### The metal 1 layer, run 1

The bar under the picture is 50 um long.
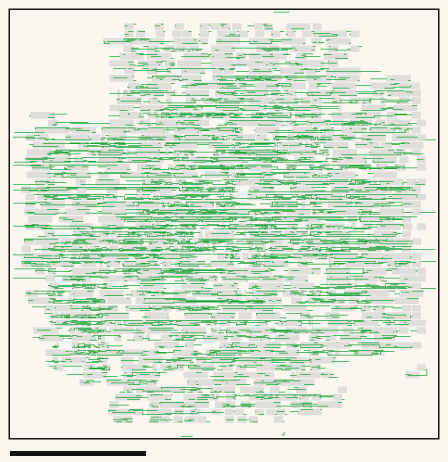
### Metal 2, run 1

The bar under the picture is 50 um long.
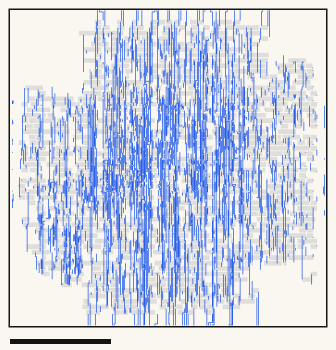
### Met3 routing, run 1

The bar under the picture is 50 um long.
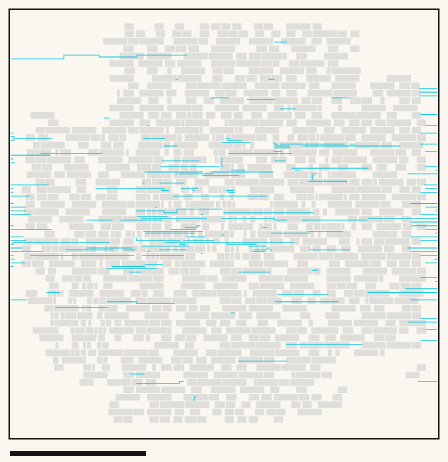
[src/rtl/tri_phase_pkg.sv]
// Shared definitions for the three-phase DDS configuration sequencer:
// register map, CTRL/STATUS bit positions, FSM encoding and the ID constant.
// Optional feature macro: TRI_PHASE_AUTO_OFFSET_EN (derive PHB/PHC from PHA).
package tri_phase_pkg;

  localparam logic [2:0] A_FREQ_L = 3'd0;
  localparam logic [2:0] A_FREQ_H = 3'd1;
  localparam logic [2:0] A_PHA    = 3'd2;
  localparam logic [2:0] A_PHB    = 3'd3;
  localparam logic [2:0] A_PHC    = 3'd4;
  localparam logic [2:0] A_CTRL   = 3'd5;
  localparam logic [2:0] A_STATUS = 3'd6;
  localparam logic [2:0] A_ID     = 3'd7;

  localparam int CTRL_COMMIT  = 0;
  localparam int CTRL_RUN     = 1;
  localparam int CTRL_IRQ_CLR = 2;
  localparam int CTRL_BYPASS  = 3;

  localparam int ST_BUSY    = 0;
  localparam int ST_DONE    = 1;
  localparam int ST_TIMEOUT = 2;
  localparam int ST_ERR     = 3;

  localparam logic [15:0] ID_VALUE   = 16'h3A01;
  // 120 and 240 degree offsets of a 16-bit phase circle
  localparam logic [15:0] AUTO_OFS_B = 16'h5555;
  localparam logic [15:0] AUTO_OFS_C = 16'hAAAA;

  typedef enum logic [2:0] {
    S_IDLE      = 3'd0,
    S_ARM       = 3'd1,
    S_WAIT_SYNC = 3'd2,
    S_LOAD      = 3'd3,
    S_DONE      = 3'd4
  } state_e;

endpackage

[src/rtl/tri_phase_ctrl_sync_timer.sv]
// Wait-for-sync timer: counts cycles spent in WAIT_SYNC and decides when the
// pending configuration may be applied (wrap, bypass, stopped DDS or expiry).
module tri_phase_sync_timer #(
  parameter int TIMEOUT = 1024
) (
  input  logic clk,
  input  logic rst_n,
  input  logic clr,
  input  logic en,
  input  logic acc_wrap,
  input  logic bypass,
  input  logic run,
  output logic go,
  output logic timed_out
);
  import tri_phase_pkg::*;

  localparam int CW = $clog2(TIMEOUT);

  logic [CW-1:0] cnt_q, cnt_d;
  logic          expired;
  logic          sync_ok;

  assign expired = (cnt_q == CW'(TIMEOUT - 1));
  assign sync_ok = acc_wrap | bypass | ~run;

  // Counter clears while arming and advances each waiting cycle, parking at expiry
  always_comb begin
    cnt_d = cnt_q;
    if (clr)
      cnt_d = '0;
    else if (en && !expired)
      cnt_d = cnt_q + 1'b1;
  end

  // Counter register
  always_ff @(posedge clk or negedge rst_n) begin
    if (!rst_n) cnt_q <= '0;
    else        cnt_q <= cnt_d;
  end

  assign go        = en & (sync_ok | expired);
  // Only flag a timeout when expiry alone forced the load
  assign timed_out = en & expired & ~sync_ok;

endmodule

[src/rtl/tri_phase_ctrl.sv]
// Three-phase DDS configuration sequencer. Software writes shadow freq/phase
// registers; a commit snapshots them and applies all three channels in one
// cycle aligned to a channel-A accumulator wrap (or forced on bypass/stop/timeout).
// Optional feature macro: TRI_PHASE_AUTO_OFFSET_EN (PHB/PHC = PHA + 1/3, 2/3 turn).
module tri_phase_ctrl #(
  parameter int FW      = 32,
  parameter int PW      = 16,
  parameter int TIMEOUT = 1024
) (
  input  logic          clk,
  input  logic          rst_n,
  input  logic          cs,
  input  logic          wr_stb,
  input  logic          rd_stb,
  input  logic [2:0]    addr,
  input  logic [15:0]   wdata,
  output logic [15:0]   rdata,
  input  logic          acc_wrap,
  output logic [FW-1:0] freq_word,
  output logic [PW-1:0] phase_a,
  output logic [PW-1:0] phase_b,
  output logic [PW-1:0] phase_c,
  output logic          dds_run,
  output logic          load,
  output logic          busy,
  output logic          irq
);
  import tri_phase_pkg::*;

`ifdef TRI_PHASE_AUTO_OFFSET_EN
  localparam logic [PW-1:0] RST_B = PW'(AUTO_OFS_B);
  localparam logic [PW-1:0] RST_C = PW'(AUTO_OFS_C);
`else
  localparam logic [PW-1:0] RST_B = '0;
  localparam logic [PW-1:0] RST_C = '0;
`endif

  state_e state_q, state_d;

  logic [15:0]   freq_l_q, freq_l_d, freq_h_q, freq_h_d;
  logic [PW-1:0] pha_q, pha_d;
  logic [PW-1:0] phb_sh, phc_sh;
  logic          run_q, run_d, bypass_q, bypass_d;
  logic          done_q, done_d, to_q, to_d, err_q, err_d, irq_q, irq_d;
  logic [15:0]   rdata_q, rdata_d;
  logic [FW-1:0] pend_f_q, pend_f_d, act_f_q, act_f_d;
  logic [PW-1:0] pend_a_q, pend_a_d, pend_b_q, pend_b_d, pend_c_q, pend_c_d;
  logic [PW-1:0] act_a_q, act_a_d, act_b_q, act_b_d, act_c_q, act_c_d;

  logic wr, rd, commit_req, start, snap, apply, in_done, is_busy;
  logic go, timed_out;

  assign wr         = cs & wr_stb;
  assign rd         = cs & rd_stb;
  assign commit_req = wr & (addr == A_CTRL) & wdata[CTRL_COMMIT];
  assign is_busy    = (state_q != S_IDLE);
  assign start      = commit_req & ~is_busy;

`ifdef TRI_PHASE_AUTO_OFFSET_EN
  assign phb_sh = pha_q + PW'(AUTO_OFS_B);
  assign phc_sh = pha_q + PW'(AUTO_OFS_C);
`else
  logic [PW-1:0] phb_q, phb_d, phc_q, phc_d;
  assign phb_sh = phb_q;
  assign phc_sh = phc_q;

  // PHB/PHC shadows are plain software registers in this build
  always_comb begin
    phb_d = phb_q;
    phc_d = phc_q;
    if (wr && !is_busy && addr == A_PHB) phb_d = PW'(wdata);
    if (wr && !is_busy && addr == A_PHC) phc_d = PW'(wdata);
  end

  // PHB/PHC shadow registers
  always_ff @(posedge clk or negedge rst_n) begin
    if (!rst_n) begin
      phb_q <= '0;
      phc_q <= '0;
    end else begin
      phb_q <= phb_d;
      phc_q <= phc_d;
    end
  end
`endif

  tri_phase_sync_timer #(.TIMEOUT(TIMEOUT)) u_timer (
    .clk       (clk),
    .rst_n     (rst_n),
    .clr       (state_q == S_ARM),
    .en        (state_q == S_WAIT_SYNC),
    .acc_wrap  (acc_wrap),
    .bypass    (bypass_q),
    .run       (run_q),
    .go        (go),
    .timed_out (timed_out)
  );

  // FSM state register
  always_ff @(posedge clk or negedge rst_n) begin
    if (!rst_n) state_q <= S_IDLE;
    else        state_q <= state_d;
  end

  // FSM next state; wraps seen during ARM are ignored because the timer is idle there
  always_comb begin
    state_d = state_q;
    unique case (state_q)
      S_IDLE:      if (start) state_d = S_ARM;
      S_ARM:       state_d = S_WAIT_SYNC;
      S_WAIT_SYNC: if (go) state_d = S_LOAD;
      S_LOAD:      state_d = S_DONE;
      S_DONE:      state_d = S_IDLE;
      default:     state_d = S_IDLE;
    endcase
  end

  // FSM outputs: snapshot on ARM entry, apply on LOAD entry
  always_comb begin
    snap    = (state_q == S_IDLE) & start;
    apply   = (state_q == S_WAIT_SYNC) & go;
    load    = (state_q == S_LOAD);
    in_done = (state_q == S_DONE);
    busy    = is_busy;
  end

  // Shadow, control and sticky status updates; flag sets win over clears
  always_comb begin
    freq_l_d = freq_l_q;
    freq_h_d = freq_h_q;
    pha_d    = pha_q;
    run_d    = run_q;
    bypass_d = bypass_q;
    done_d   = done_q;
    to_d     = to_q;
    err_d    = err_q;
    irq_d    = irq_q;
    if (wr && !is_busy) begin
      if (addr == A_FREQ_L) freq_l_d = wdata;
      if (addr == A_FREQ_H) freq_h_d = wdata;
      if (addr == A_PHA)    pha_d    = PW'(wdata);
    end
    if (wr && addr == A_CTRL) begin
      run_d    = wdata[CTRL_RUN];
      bypass_d = wdata[CTRL_BYPASS];
      if (wdata[CTRL_IRQ_CLR]) irq_d = 1'b0;
    end
    if (wr && addr == A_STATUS) begin
      if (wdata[ST_DONE])    done_d = 1'b0;
      if (wdata[ST_TIMEOUT]) to_d   = 1'b0;
      if (wdata[ST_ERR])     err_d  = 1'b0;
    end
    if (is_busy && ((wr && addr <= A_PHC) || commit_req)) err_d = 1'b1;
    if (apply && timed_out) to_d = 1'b1;
    if (in_done) begin
      done_d = 1'b1;
      irq_d  = 1'b1;
    end
  end

  // Pending snapshot and active outputs
  always_comb begin
    pend_f_d = pend_f_q;
    pend_a_d = pend_a_q;
    pend_b_d = pend_b_q;
    pend_c_d = pend_c_q;
    act_f_d  = act_f_q;
    act_a_d  = act_a_q;
    act_b_d  = act_b_q;
    act_c_d  = act_c_q;
    if (snap) begin
      pend_f_d = FW'({freq_h_q, freq_l_q});
      pend_a_d = pha_q;
      pend_b_d = phb_sh;
      pend_c_d = phc_sh;
    end
    if (apply) begin
      act_f_d = pend_f_q;
      act_a_d = pend_a_q;
      act_b_d = pend_b_q;
      act_c_d = pend_c_q;
    end
  end

  // Registered read port, held between reads
  always_comb begin
    rdata_d = rdata_q;
    if (rd) begin
      case (addr)
        A_FREQ_L: rdata_d = freq_l_q;
        A_FREQ_H: rdata_d = freq_h_q;
        A_PHA:    rdata_d = 16'(pha_q);
        A_PHB:    rdata_d = 16'(phb_sh);
        A_PHC:    rdata_d = 16'(phc_sh);
        A_CTRL:   rdata_d = {12'd0, bypass_q, 1'b0, run_q, 1'b0};
        A_STATUS: rdata_d = {12'd0, err_q, to_q, done_q, is_busy};
        A_ID:     rdata_d = ID_VALUE;
        default:  rdata_d = '0;
      endcase
    end
  end

  // Register bank
  always_ff @(posedge clk or negedge rst_n) begin
    if (!rst_n) begin
      freq_l_q <= '0;  freq_h_q <= '0;  pha_q    <= '0;
      run_q    <= 1'b0; bypass_q <= 1'b0;
      done_q   <= 1'b0; to_q     <= 1'b0; err_q <= 1'b0; irq_q <= 1'b0;
      rdata_q  <= '0;
      pend_f_q <= '0;  pend_a_q <= '0;  pend_b_q <= RST_B; pend_c_q <= RST_C;
      act_f_q  <= '0;  act_a_q  <= '0;  act_b_q  <= RST_B; act_c_q  <= RST_C;
    end else begin
      freq_l_q <= freq_l_d; freq_h_q <= freq_h_d; pha_q <= pha_d;
      run_q    <= run_d;    bypass_q <= bypass_d;
      done_q   <= done_d;   to_q     <= to_d; err_q <= err_d; irq_q <= irq_d;
      rdata_q  <= rdata_d;
      pend_f_q <= pend_f_d; pend_a_q <= pend_a_d; pend_b_q <= pend_b_d; pend_c_q <= pend_c_d;
      act_f_q  <= act_f_d;  act_a_q  <= act_a_d;  act_b_q  <= act_b_d;  act_c_q  <= act_c_d;
    end
  end

  assign rdata     = rdata_q;
  assign freq_word = act_f_q;
  assign phase_a   = act_a_q;
  assign phase_b   = act_b_q;
  assign phase_c   = act_c_q;
  assign dds_run   = run_q;
  assign irq       = irq_q;

endmodule

[config.mk]
export PLATFORM = sky130hd
export DESIGN_NAME = tri_phase_ctrl
export DESIGN_NICKNAME = d
export VERILOG_FILES = /design/src/rtl/tri_phase_pkg.sv /design/src/rtl/tri_phase_ctrl_sync_timer.sv /design/src/rtl/tri_phase_ctrl.sv
export SDC_FILE = /design/constraint.sdc
export NUM_CORES = 1
export LEC_CHECK = 0
export CORE_MARGIN = 4
export CORE_UTILIZATION = 51
export DETAILED_ROUTE_END_ITERATION = 8
export GPL_TIMING_DRIVEN = 0
export PLACE_DENSITY = 0.77
export SKIP_CTS_REPAIR_TIMING = 1
export SLEW_MARGIN = 20
export SYNTH_ARGS = -nofsm -noshare
export SYNTH_HDL_FRONTEND = slang
export SYNTH_SLANG_ARGS = --single-unit
[constraint.sdc]
create_clock -name clk -period 2 [get_ports clk]
set_input_delay 0.4 -clock clk [delete_from_list [all_inputs] [get_ports clk]]
set_output_delay 0.4 -clock clk [all_outputs]
set_load 0.005 [all_outputs]
==> results_slide.txt, run 1 <==
Key Metrics from the Run

Clock network
  • Number of clock sinks: 275
  • Count of H-tree levels built during CTS: 1

STA
  • Post-route minimum period: 2.00 ns
  • Post-route clock period utilization: 99.9%
  • Max Clock Skew: 0.0208 ns
  • Post-layout worst setup margin: 0.00236 ns
  • Pin slew with the least headroom to its limit: 0.783 ns
  • Achievable frequency: 0.501 GHz
  • Max-slew violation count: 0
  • Worst Hold Margin: 0.356 ns
  • Unrepaired setup endpoints after global routing: yes
  • Setup TNS: 0 ns

Yosys
  • Syn Area/Cell: 14.3 um2
  • AND-OR/OR-AND share of the synthesized area: 5.38%
  • Fraction of registers with async set or reset after synthesis: 100%
  • Net count of the mapped netlist: 815
  • Cell total in the yosys stat output: 789

Global route
  • Fraction of met3 tracks used by global routing: 3.60%
  • Wire length of the first global-routing pass: 42200 um
  • Via count of the first global-routing pass: 7367
  • Antenna violations before repair: 1
  • Total GRT Usage: 21.8%

Floorplan
  • I/O pin total: 125
  • Core area: 21800 um2
  • FP Core Util: 51.9%

Pwr
  • Total design power: 0.0193 W
  • Internal portion of total power: 0.0137 W
  • Combinational fraction of design power: 26.4%

Place
  • Tally of buffers added on design ports: 123
  • Total instance count after detailed placement: 1195
  • Last weighted congestion value of the routability-driven placer: 0.887

Run status
  • Outcome: finished, final reports clean

Worst setup path
  • Arrival time at the worst endpoint: 2.41 ns
  • FF-to-FF setup slack: 0.002 ns
  • CP Cell Sequence: nor3_4, inv_2, or3_1, buf_2, buf_6, mux2_4
  • Classification of the worst setup path: flip-flop to flip-flop

Finish
  • Area used by sequential logic in the layout: 6890 um2
  • Comb area: 4250 um2
  • Number of filler instances in the final layout: 1588

Drt
  • Final routed DRC violation total: 0
  • Met1 WL: 11500 um
  • Average wire per cell in the routed design: 21.3 um
  • Sum of met3 wire segment lengths after detailed routing: 1660 um

Worst hold path
  • Type of the worst min-delay path: input pin to asynchronous set/reset pin
## Picture notes: 'The metal 1 layer'
wire length on this layer: 11500 um
nets with wire on the layer: 892
longest straight run: 49.2 um
share of all routed wire: 43%
main direction: horizontal

## Picture notes: 'Metal 2'
longest straight run: 62.2 um
wire length on this layer: 12800 um
share of all routed wire: 48%
total vias in the final route: 7162
drt total wl: 26500 um
met2 usage in global routing: 35.6%

## Picture notes: 'Met3 routing'
wire length on this layer: 1660 um
main direction: horizontal
longest straight run: 47.4 um
nets with wire on the layer: 128
share of all routed wire: 6.2%

run 1: area by class of cell:
cell class / count / share of cell area (%)
clock buffer: 38 / 5.44
buffer: 45 / 1.99
clock inverter: 10 / 0.950
tap: 280 / 2.49
inverter: 13 / 0.346
sequential: 275 / 48.9
timing repair buffer: 132 / 9.77
multi-input combinational: 455 / 30.1
run 1: worst reg2reg max path: cells and delay by family (launching register included):
family        cells  cell delay [ns]
flops             1             0.47
mux               1             0.31
simple gates      2             0.61
buf+inv           3             0.50
run 1: power groups by stage:
stage	Combinational, W	Sequential, W	Clock [W]
3_5_place_dp	0.00497	0.00910	0
5_1_grt	0.00555	0.00927	0.00548
2_1_floorplan	0.00277	0.00849	0
3_3_place_gp	0.00480	0.00905	0
6_report	0.00509	0.00905	0.00514
4_1_cts	0.00502	0.00902	0.00522
==> inputs of run 2 (changes only) <==
Settings changed: CORE_UTILIZATION 51 to 56, PLACE_DENSITY 0.77 to 0.8.
Clock period 2 ns to 2.05 ns, I/O delays scaled along.
==> results_slide.txt, run 2 <==
Key Metrics from the Run

Drt
  • Average wire per cell in the routed design: 21.5 um (+1.0%)
  • Total vias in the final route: 7267 (+1.5%)
  • Met1 WL: 11200 um (-3.2%)

Worst setup path
  • CP Cell Sequence: clkdlybuf4s50_1, buf_6, buf_2, clkbuf_2, mux2i_1, nand3_1, a32o_1
  • Arrival time at the worst endpoint: 2.43 ns (+0.02 ns)

Finish
  • Number of filler instances in the final layout: 1354 (-15%)
  • Sequential share of cell area: 48.6% (-0.22 points)
  • Clock network area share: 6.97% (+0.57 points)
  • Area used by sequential logic in the layout: 6890 um2 (unchanged)
  • Comb area: 4230 um2 (-0.35%)
  • Multi-input gate share of total cell area: 29.9% (-0.24 points)
  • Tally of clock buffers in the finished layout: 30 (-21%)
  • Plain + repair buffers: 179 (+1.1%)
  • Biggest area consumer among cell classes: sequential cells

STA
  • Post-layout worst setup margin: 0.0265 ns (+0.0241 ns)
  • Max-slew violation count: 0 (unchanged)
  • Worst Hold Margin: 0.318 ns (-0.0377 ns)
  • Post-route minimum period: 2.02 ns
  • Setup TNS: 0 ns (unchanged)

Pwr
  • Combinational fraction of design power: 26.2% (-0.2 points)
  • Power of the clock network: 0.00532 W (+4%)
  • Combinational power: 0.00503 W (-1%)

Floorplan
  • I/O pin total: 125 (unchanged)
  • FP Core Util: 57.6% (+5.7 points)

Run status
  • Outcome: finished, final reports clean

Clock network
  • Number of clock sinks: 275 (unchanged)
  • Count of H-tree levels built during CTS: 1 (unchanged)

Global route
  • Fraction of met3 tracks used by global routing: 4.27% (+0.67 points)
  • Wire length of the first global-routing pass: 42100 um (-0.15%)
  • Antenna violations before repair: 0 (-1)

Yosys
  • Net count of the mapped netlist: 815 (unchanged)
  • Cell total in the yosys stat output: 789 (unchanged)
## run 2: worst min-delay path by stage
| stage | startpoint | end | slack (ns) | cells after the start |
|---|---|---|---|---|
| after floorplan | rst_n | bypass_q | 0.11 | 0 |
| after global placement | pend_f_q[3] | freq_word[3] | 0.47 | 1 |
| after detailed placement | rst_n | freq_word[7] | 0.28 | 1 |
| after CTS | rst_n | freq_word[7] | -0.29 | 1 |
| after global routing | rst_n | freq_word[7] | 0.33 | 2 |
| final | rst_n | freq_word[7] | 0.32 | 2 |
## run 2: logic make-up after synthesis
logic type	share of synthesized area, %
AND-OR/OR-AND	5.38
XOR/XNOR	0.0774
AND/OR/NAND/NOR	5.06
flip-flops	60.8
adder cells (fa/ha/maj)	0.111
buffers and inverters	2.41
multiplexers	26.2
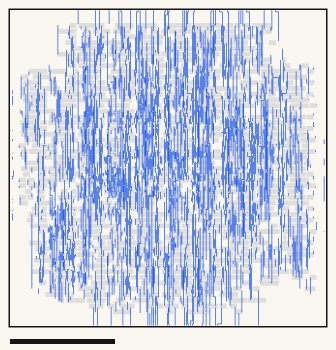
*Metal 2, run 2*
The bar under the picture is 50 um long.
nets with wire on the layer: 934
share of all routed wire: 50%

No activity file was given, so power comes from the tool's default toggle rates.
